**Routing congestion map**

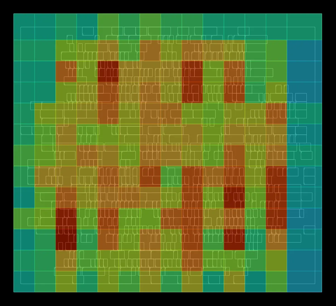
**Signal wires on met1**

The bar under the picture is 20 um long. Supply wires on this layer in gray.
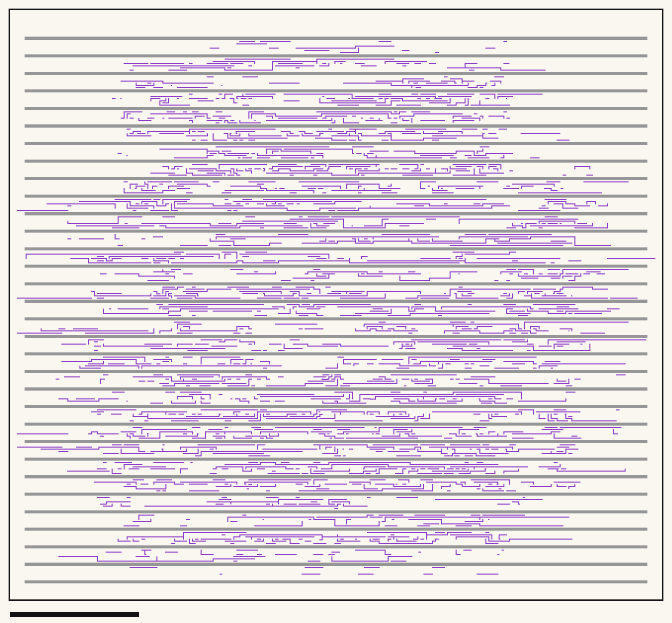
`src/rtl/seq_divider_if.sv`:
```
// seq_divider_if
//   Operand/result bundle for the sequential divider.
//   master : drives start/data_in, observes results (test harness / host)
//   slave  : the divider itself
//   start   - level request, only looked at while idle or done
//   data_in - operand bus: dividend then divisor on consecutive cycles
//   quot    - quotient, valid while done
//   rem     - remainder, valid while done
//   done    - result valid
//   busy    - loading or computing
//   dz      - divide-by-zero flag, valid while done
interface seq_divider_if #(
    parameter int WIDTH = 16
);
    logic             start;
    logic [WIDTH-1:0] data_in;
    logic [WIDTH-1:0] quot;
    logic [WIDTH-1:0] rem;
    logic             done;
    logic             busy;
    logic             dz;

    modport master (
        output start, data_in,
        input  quot, rem, done, busy, dz
    );

    modport slave (
        input  start, data_in,
        output quot, rem, done, busy, dz
    );
endinterface

```
`src/rtl/seq_divider.sv`:
```
// seq_divider
//   Unsigned repeated-subtraction divider. After start is seen in IDLE the
//   dividend and divisor are taken from data_in on the next two edges, then
//   one subtraction is done per cycle until the remainder drops below the
//   divisor. Results are held in DONE until start is released.
//   clk  - rising-edge clock
//   rst  - synchronous active-high reset
//   bus  - seq_divider_if.slave (start, data_in, quot, rem, done, busy, dz)
module seq_divider #(
    parameter int WIDTH = 16
) (
    input  logic          clk,
    input  logic          rst,
    seq_divider_if.slave  bus
);

    typedef enum logic [2:0] {
        S_IDLE = 3'd0,
        S_LDA  = 3'd1,
        S_LDB  = 3'd2,
        S_CALC = 3'd3,
        S_DONE = 3'd4
    } state_t;

    state_t           state, state_nxt;
    logic [WIDTH-1:0] a_reg;   // dividend, becomes the remainder
    logic [WIDTH-1:0] b_reg;   // divisor
    logic [WIDTH-1:0] q_reg;   // quotient
    logic             dz_reg;
    logic             busy_o, done_o;

    // state register
    always_ff @(posedge clk) begin
        if (rst) state <= S_IDLE;
        else     state <= state_nxt;
    end

    // next-state logic
    always_comb begin
        state_nxt = state;
        case (state)
            S_IDLE: if (bus.start) state_nxt = S_LDA;
            S_LDA:  state_nxt = S_LDB;
            S_LDB:  state_nxt = S_CALC;
            S_CALC: begin
                // zero divisor exits immediately; otherwise stay while a >= b
                if (b_reg == '0)        state_nxt = S_DONE;
                else if (a_reg < b_reg) state_nxt = S_DONE;
            end
            S_DONE: if (!bus.start) state_nxt = S_IDLE;
            default: state_nxt = S_IDLE;
        endcase
    end

    // output decode, registered state only
    always_comb begin
        busy_o = 1'b0;
        done_o = 1'b0;
        case (state)
            S_LDA, S_LDB, S_CALC: busy_o = 1'b1;
            S_DONE:               done_o = 1'b1;
            default: ;
        endcase
    end

    // datapath
    always_ff @(posedge clk) begin
        if (rst) begin
            a_reg  <= '0;
            b_reg  <= '0;
            q_reg  <= '0;
            dz_reg <= 1'b0;
        end else begin
            case (state)
                S_LDA: begin
                    a_reg  <= bus.data_in;
                    dz_reg <= 1'b0;
                end
                S_LDB: begin
                    b_reg <= bus.data_in;
                    q_reg <= '0;
                end
                S_CALC: begin
                    if (b_reg == '0) begin
                        dz_reg <= 1'b1;
                    end else if (a_reg >= b_reg) begin
                        // guarded by a >= b, so no underflow; q <= dividend, so no overflow
                        a_reg <= a_reg - b_reg;
                        q_reg <= q_reg + 1'b1;
                    end
                end
                default: ;
            endcase
        end
    end

    assign bus.quot = q_reg;
    assign bus.rem  = a_reg;
    assign bus.dz   = dz_reg;
    assign bus.busy = busy_o;
    assign bus.done = done_o;

endmodule

```
`src/flat_wrapper.sv`:
```
// flat-port wrapper written by rule: the top's interface ports become plain ports
module seq_divider_flat 
#(
    parameter int WIDTH = 16
)
  (clk, rst, bus_start, bus_data_in, bus_quot, bus_rem, bus_done, bus_busy, bus_dz);
  seq_divider_if #(.WIDTH(WIDTH)) bus_i ();
  input  logic clk;
  input  logic rst;
  input wire logic [$bits(bus_i.start)-1:0] bus_start;
  input wire logic [$bits(bus_i.data_in)-1:0] bus_data_in;
  output wire logic [$bits(bus_i.quot)-1:0] bus_quot;
  output wire logic [$bits(bus_i.rem)-1:0] bus_rem;
  output wire logic [$bits(bus_i.done)-1:0] bus_done;
  output wire logic [$bits(bus_i.busy)-1:0] bus_busy;
  output wire logic [$bits(bus_i.dz)-1:0] bus_dz;
  assign bus_i.start = bus_start;
  assign bus_i.data_in = bus_data_in;
  assign bus_quot = bus_i.quot;
  assign bus_rem = bus_i.rem;
  assign bus_done = bus_i.done;
  assign bus_busy = bus_i.busy;
  assign bus_dz = bus_i.dz;
  seq_divider #(.WIDTH(WIDTH)) u_core (.clk(clk), .rst(rst), .bus(bus_i));
endmodule
```
`config.mk`:
```
export PLATFORM = sky130hd
export DESIGN_NAME = seq_divider_flat
export DESIGN_NICKNAME = d
export VERILOG_FILES = /design/src/rtl/seq_divider_if.sv /design/src/rtl/seq_divider.sv /design/src/flat_wrapper.sv
export SDC_FILE = /design/constraint.sdc
export NUM_CORES = 1
export LEC_CHECK = 0
export ABC_AREA = 1
export CAP_MARGIN = 30
export CORE_ASPECT_RATIO = 0.9
export CORE_MARGIN = 2
export CORE_UTILIZATION = 45
export CTS_CLUSTER_SIZE = 14
export DETAILED_ROUTE_END_ITERATION = 8
export GPL_ROUTABILITY_DRIVEN = 0
export PLACE_DENSITY = 0.73
export SYNTH_ARGS = -nofsm -noshare
export SYNTH_HDL_FRONTEND = slang
export SYNTH_SLANG_ARGS = --single-unit
```
`constraint.sdc`:
```
create_clock -name clk -period 3.54 [get_ports clk]
set_input_delay 0.708 -clock clk [delete_from_list [all_inputs] [get_ports clk]]
set_output_delay 0.708 -clock clk [all_outputs]
set_load 0.03 [all_outputs]
```
==> deck_impl_summary.md <==
Physical Implementation Snapshot

Min path
  • WHS Endpoint: u_core.b_reg[8]
  • Worst hold start: u_core.b_reg[8]

Final timing
  • Post-layout minimum cycle time: 2620 ps

Status
  • Status: completed

Power
  • Max VDD drop: 0.000489 V

Logic synthesis
  • Post-Syn Instances: 653
  • Top comb family, area: simple AND/OR/NAND/NOR gates
  • Synth async-reset ratio: 0%
  • XORs/XNORs by Area: 0.229%

Worst setup path
  • Worst Path Buf+Inv: 2
  • Crit. path cell count: 13
  • Cell mode on critical path: nand2_1

Floorplanning
  • IO Pins: 54
  • Initial Util: 46.9%

Drt
  • Avg Vias per Cell: 5.08
  • Drc violations: 0
  • First drt pass iteration count: 5
  • DR WL met3: 637 um

Finish
  • Register area: 1040 um^2
  • Comb area share: 50.2%
  • Final #Nets: 733

Place
  • Placed Instances: 788
Notes on 'routing congestion map' above:
met3 usage: 2.85%
post-layout util: 55.1%
grt peak-use layer: met2
wire per inst: 12.8 um
met2 Use GR: 34.7%

Notes on 'signal wires on met1' above:
- share of all routed wire: 50%
- longest straight run: 34.5 um
- nets with wire on the layer: 683
- main direction: horizontal
- wire length on this layer: 5,090 um
GRT met1 Usage: 34.1%
WL final: 10,200 um
vias post-DR: 4,042

Power is estimated from default activity; no workload was simulated.
